## src/rtl/branch_update_sequencer.sv

```systemverilog
// Branch-resolution front end for the predictor update port: flags mispredicts, buffers outcomes
// and drains them one predictor write per cycle. Define BUS_SEQ_STATS_EN for branch/mispredict counters.
module branch_update_sequencer #(
    parameter int DEPTH = 4
) (
    input  logic       clk,
    input  logic       rst,
    input  logic       res_valid,
    input  logic [9:0] res_pc,
    input  logic [9:0] res_target,
    input  logic       res_taken,
    input  logic       res_pred_taken,
    input  logic [9:0] res_pred_target,
    input  logic       hold,
    output logic       res_ready,
    output logic       mispredict,
    output logic [9:0] redirect_pc,
    output logic       bp_we,
    output logic [9:0] bp_update_pc,
    output logic [9:0] bp_wb_addr,
    output logic       bp_branch_taken,
    output logic       overflow
`ifdef BUS_SEQ_STATS_EN
    ,
    output logic [15:0] stat_branches,
    output logic [15:0] stat_mispredicts
`endif
);

    localparam int AW = $clog2(DEPTH);
    localparam int EW = 21;

    localparam logic [1:0] S_IDLE  = 2'd0;
    localparam logic [1:0] S_DRAIN = 2'd1;
    localparam logic [1:0] S_HOLD  = 2'd2;

    logic [1:0]    state_q, state_d;
    logic [AW:0]   wr_ptr_q, wr_ptr_d;
    logic [AW:0]   rd_ptr_q, rd_ptr_d;
    logic [EW-1:0] entry_q [DEPTH];
    logic [EW-1:0] entry_d [DEPTH];
    logic          mispredict_q, mispredict_d;
    logic [9:0]    redirect_pc_q, redirect_pc_d;
    logic          overflow_q, overflow_d;

    logic          empty;
    logic          full;
    logic          enq;
    logic          pop;
    logic          next_empty;
    logic          mis_now;
    logic [EW-1:0] head;

    // Full when the indices match but the wrap bits differ.
    assign empty = (wr_ptr_q == rd_ptr_q);
    assign full  = (wr_ptr_q[AW] != rd_ptr_q[AW]) && (wr_ptr_q[AW-1:0] == rd_ptr_q[AW-1:0]);
    assign enq   = res_valid && !full;
    assign pop   = (state_q == S_DRAIN) && !hold && !empty;

    assign mis_now = res_valid &&
                     ((res_taken != res_pred_taken) ||
                      (res_taken && (res_target != res_pred_target)));

    always_comb begin
        wr_ptr_d = wr_ptr_q + (AW + 1)'(enq);
        rd_ptr_d = rd_ptr_q + (AW + 1)'(pop);
        entry_d  = entry_q;
        if (enq) begin
            entry_d[wr_ptr_q[AW-1:0]] = {res_pc, res_target, res_taken};
        end
    end

    assign next_empty = (wr_ptr_d == rd_ptr_d);

    always_comb begin
        state_d = state_q;
        case (state_q)
            S_IDLE: begin
                if (hold)     state_d = S_HOLD;
                else if (enq) state_d = S_DRAIN;
            end
            S_DRAIN: begin
                if (hold)            state_d = S_HOLD;
                else if (next_empty) state_d = S_IDLE;
            end
            S_HOLD: begin
                if (!hold) state_d = next_empty ? S_IDLE : S_DRAIN;
            end
            default: state_d = S_IDLE;
        endcase
    end

    // Redirect is only loaded on a mispredict, so it holds the last redirect address otherwise.
    always_comb begin
        mispredict_d  = mis_now;
        redirect_pc_d = redirect_pc_q;
        if (mis_now) begin
            redirect_pc_d = res_taken ? res_target : res_pc + 10'd1;
        end
        overflow_d = overflow_q || (res_valid && full);
    end

    always_ff @(posedge clk or posedge rst) begin
        if (rst) begin
            state_q       <= S_IDLE;
            wr_ptr_q      <= '0;
            rd_ptr_q      <= '0;
            mispredict_q  <= 1'b0;
            redirect_pc_q <= '0;
            overflow_q    <= 1'b0;
        end else begin
            state_q       <= state_d;
            wr_ptr_q      <= wr_ptr_d;
            rd_ptr_q      <= rd_ptr_d;
            mispredict_q  <= mispredict_d;
            redirect_pc_q <= redirect_pc_d;
            overflow_q    <= overflow_d;
        end
    end

    genvar gi;
    generate
        for (gi = 0; gi < DEPTH; gi++) begin : g_entry
            always_ff @(posedge clk or posedge rst) begin
                if (rst) entry_q[gi] <= '0;
                else     entry_q[gi] <= entry_d[gi];
            end
        end
    endgenerate

    assign head            = entry_q[rd_ptr_q[AW-1:0]];
    assign res_ready       = !full;
    assign mispredict      = mispredict_q;
    assign redirect_pc     = redirect_pc_q;
    assign bp_we           = pop;
    assign bp_update_pc    = head[20:11];
    assign bp_wb_addr      = head[10:1];
    assign bp_branch_taken = head[0];
    assign overflow        = overflow_q;

`ifdef BUS_SEQ_STATS_EN
    logic [15:0] stat_branches_q, stat_branches_d;
    logic [15:0] stat_mispredicts_q, stat_mispredicts_d;

    always_comb begin
        stat_branches_d    = stat_branches_q;
        stat_mispredicts_d = stat_mispredicts_q;
        if (enq && (stat_branches_q != 16'hFFFF))        stat_branches_d    = stat_branches_q + 16'd1;
        if (mis_now && (stat_mispredicts_q != 16'hFFFF)) stat_mispredicts_d = stat_mispredicts_q + 16'd1;
    end

    always_ff @(posedge clk or posedge rst) begin
        if (rst) begin
            stat_branches_q    <= '0;
            stat_mispredicts_q <= '0;
        end else begin
            stat_branches_q    <= stat_branches_d;
            stat_mispredicts_q <= stat_mispredicts_d;
        end
    end

    assign stat_branches    = stat_branches_q;
    assign stat_mispredicts = stat_mispredicts_q;
`endif

endmodule
```

## config.mk

```make
export PLATFORM = sky130hd
export DESIGN_NAME = branch_update_sequencer
export DESIGN_NICKNAME = d
export VERILOG_FILES = /design/src/rtl/branch_update_sequencer.sv
export SDC_FILE = /design/constraint.sdc
export NUM_CORES = 1
export LEC_CHECK = 0
export CAP_MARGIN = 20
export CELL_PAD_IN_SITES_DETAIL_PLACEMENT = 1
export CELL_PAD_IN_SITES_GLOBAL_PLACEMENT = 2
export CORE_UTILIZATION = 38
export DETAILED_ROUTE_END_ITERATION = 12
export GPL_TIMING_DRIVEN = 0
export PLACE_DENSITY = 0.86
export SLEW_MARGIN = 40
export SYNTH_ARGS = -nofsm -noshare
export SYNTH_HDL_FRONTEND = slang
export SYNTH_SLANG_ARGS = --single-unit
```

## constraint.sdc

```tcl
create_clock -name clk -period 3.7 [get_ports clk]
set_clock_uncertainty 0.05 [all_clocks]
set_input_delay 0.555 -clock clk [delete_from_list [all_inputs] [get_ports clk]]
set_output_delay 0.555 -clock clk [all_outputs]
set_load 0.02 [all_outputs]
```

==> out/qor.yml, run 1 <==
routing:
  post_drt_via_cell_ratio: 5.21
  met1Wirelength_mm: 5.36
  wire_length_on_met3_um: 347
  antenna_left: 0
  first_iter_violations: 132
  via_count: 3040
  met2_wirelength_mm: 5.72
  first_pass_iters: 4
logic_synthesis:
  edf_count: 0
  ys_sh_mux_pct: 29.3
  postSynth.asyncResetShare_pct: 100
  ys_cells: 332
  synthesis_warning_total: 0
  fraction_of_the_yosys_area_taken_by_sequential_cells_pct: 53.8
  post-synth-top-area-cell: "sky130_fd_sc_hd__dfrtp_1"
  yosys.cell_types.count: 36
  synthMostInstantiatedCell: "sky130_fd_sc_hd__dfrtp_1"
  synth.cellmix.simpleShare_pct: 3.70
power_and_ir_drop:
  power_mw: 5.54
  sequential_power_share_pct: 35.8
  power.group.top: "combinational cells"
  combinational_cell_fraction_of_total_power_pct: 47.2
  clk-power_mw: 0.943
  power.net_switching_mw: 1.92
  power.internal_mw: 3.62
floorplanning:
  floorplan.core_util_pct: 39.6
  tapcell.inserted: 168
  design.portCount: 71
worst_setup_path:
  r2r_setup_slack_ns: 1.27
  cp_slowest_stage_delay_ns: 0.61
  crit_path_top_delay_cell: "sky130_fd_sc_hd__clkbuf_1"
  reg2regPathDepth: 10
  critPathLaunchType: "register"
  timing.critical_path.buf_inv: 2
  critPathRequiredTime_ns: 3.09
  timing.critical_path.to: "bp_wb_addr[8]"
finish:
  fraction_of_layout_instances_using_a_drive_strength_above_1_pct: 32.8
  registers.top_by_ff_count: "entry_q"
  syn2layout_area_growth_pct: 24.7
  area.combinational_um2: 2110
  register_area_um2: 2600
  clock_area_share_pct: 4.83
  buffering_overhead_pct: 13.0
  seq_share_pct: 43.1
  n_all_inverters: 8
hold_path:
  worst_hold_startpoint: "overflow"
  timing.hold.worst_endpoint: "overflow"
clocking:
  tritoncts: "built"
  ctsHtreeMaxLevel: 3
  post_cts_resize_count: 0
  register_clock_pin_slew_on_the_reported_worst_setup_and_hold_paths_ns: 0.07
  postCtsSetupRepairBufs: 0
status:
  outcome: "finished clean"
run:
  warning_count: 26
timing:
  worst_pin_slew_ns: 0.751
  post-route-min-period_ns: 3.03
  timing.final.max_slew_violations: 0
  final_hold_slack_ns: 0.450
global_routing:
  via_count_of_the_first_global_routing_pass: 3505
  global_route.usage.total_pct: 19.7
placement:
  numPlacedInstances: 567
  place_area_um2: 5750
  place_congestion: 0.742
### Gate families picked out, run 1

The bar under the picture is 20 um long.
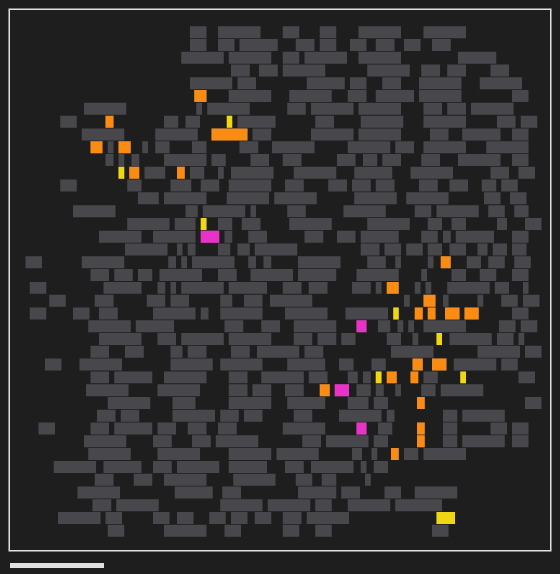
colour	family	cells	most used
yellow	inverters	8	inv_1
orange	inverting AOI/OAI gates	23	o21ai_0
magenta	AND and OR gates	4	and3_1
most instantiated logic cell after routing: sky130_fd_sc_hd__dfrtp_1
final instance count without filler cells: 583
logic share of the area: 35.0%

### Clock wiring as the flow saved it, run 1

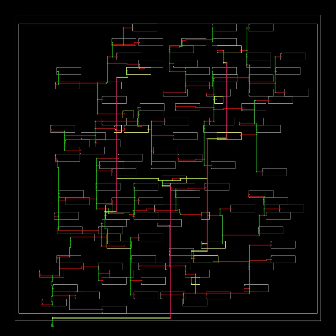
clk_buf instances: 10
number of clock sinks: 104
Inserted Clock Buffers: 9
number of sequential cells: 104
Late-Pin Clk Latency: 0.35 ns

### Cell classes on the final placement, run 1

The bar under the picture is 20 um long.
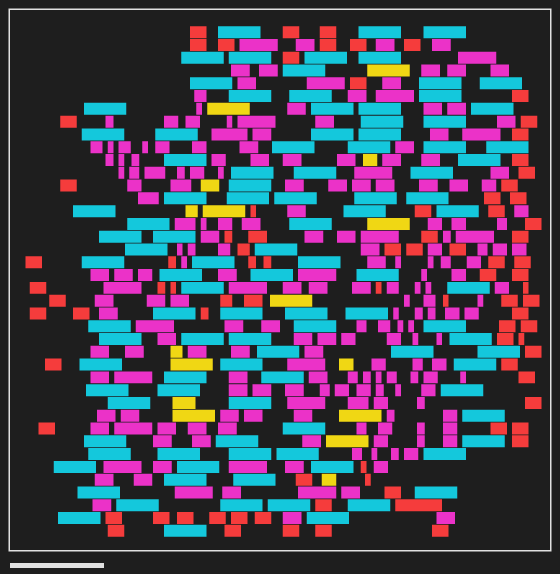
colour	class	cells
magenta	all other logic	210
red	other buffers and delay cells	85
yellow	clock drivers and dummy loads	16
cyan	flip-flops	104
area of the core: 12200 um2
total non-filler cell area in the finished layout: 6040 um2
count of standard-cell rows: 40
final cell utilization of the core: 49.4%

### Floorplan with the power grid, run 1

Pins as bars on the die edge. Tap cells in grey.
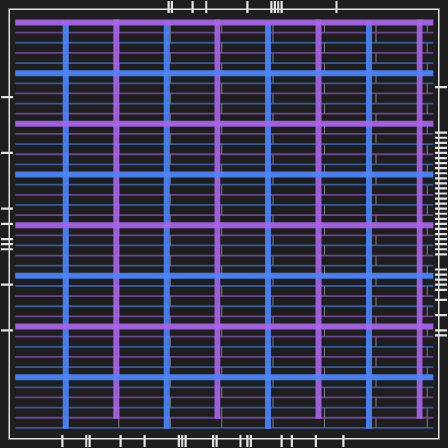
colour	net
blue	VSS
purple	VDD
met4 straps	8
rows	40
signal pins	71
met1 rails	41
vertical extent of the die: 115 um
IR drop worst, VDD: 423 uV
horizontal extent of the die: 115 um

## Run 2: what changed since run 1
Clock period 3.7 ns to 3.1 ns, I/O delays scaled along.
### Routed clock nets over the placement, run 2

The bar under the picture is 20 um long.
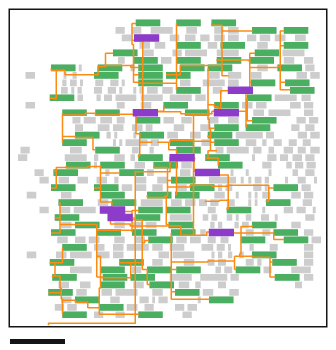
[orange] clock wires | length: 1300 um
[green] flip-flops | count: 104
[purple] cells driving clock nets | count: 9
flops lie	all over the die
routed clock nets	10
Late-Pin Clk Latency: 0.34 ns
Clock power frac: 16.8%
Power Clock: 1.11 mW

### Clock wiring as the flow saved it, run 2

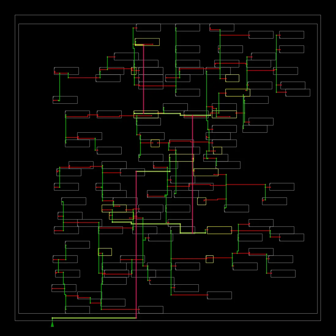
clk_buf instances: 11

==> run 2 against run 1 <==
  * Synthesized area unchanged
  * Sequential cell count unchanged
  * Via count increased by 2.0%
  * Critical path type unchanged
  * Clock power increased by about 20%
==> out/qor.yml, run 2 <==
status:
  outcome: "finished clean"
logic_synthesis:
  ys_sh_mux_pct: 29.3
  synthesis_warning_total: 0
  fraction_of_the_yosys_area_taken_by_sequential_cells_pct: 53.8
  postSynth.asyncResetShare_pct: 100
  yosys.cell_types.count: 36
floorplanning:
  tapcell.inserted: 168
  die_h_um: 115
  floorplan.core_util_pct: 39.6
finish:
  buffering_overhead_pct: 14.3
  sequential_cell_total: 104
  clock_area_share_pct: 4.76
  fraction_of_layout_instances_using_a_drive_strength_above_1_pct: 33.4
  combAreaFraction_pct: 34.5
  registers.top_by_ff_count: "entry_q"
  seq_share_pct: 42.5
  layout.cell_area.non_filler_um2: 6120
  final_instance_count_without_filler_cells: 587
  n_all_inverters: 8
clocking:
  clkSinkCount: 104
  ctsHtreeMaxLevel: 3
  register_clock_pin_slew_on_the_reported_worst_setup_and_hold_paths_ns: 0.07
  postCtsSetupRepairBufs: 0
worst_setup_path:
  cp_slowest_stage_delay_ns: 0.60
  reg2regPathDepth: 10
  crit_path_top_delay_cell: "sky130_fd_sc_hd__clkdlybuf4s50_1"
power_and_ir_drop:
  sequential_power_share_pct: 36.0
  power.internal_mw: 4.35
  combinational_cell_fraction_of_total_power_pct: 47.2
  power_mw: 6.61
  power.net_switching_mw: 2.26
run:
  warning_count: 26
hold_path:
  worst_hold_startpoint: "overflow"
global_routing:
  global_route.usage.total_pct: 19.4
routing:
  met1Wirelength_mm: 5.24
  first_pass_iters: 4
  first_iter_violations: 145
  antenna_left: 0
  post_drt_via_cell_ratio: 5.28
placement:
  place_congestion: 0.726
  place_area_um2: 5830
  numPlacedInstances: 571
timing:
  post-route-min-period_ns: 2.92
### Floorplan with the power grid, run 2

Pins as bars on the die edge. Tap cells in grey.
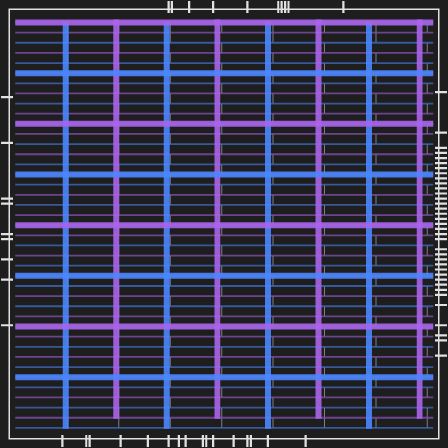
colour	net
purple	VDD
blue	VSS
met5 straps	8
tap cells	168
signal pins	71
rows	40
IR drop worst, VDD: 346 uV

Power figures rest on the tool's default switching activity, not on a simulated workload.
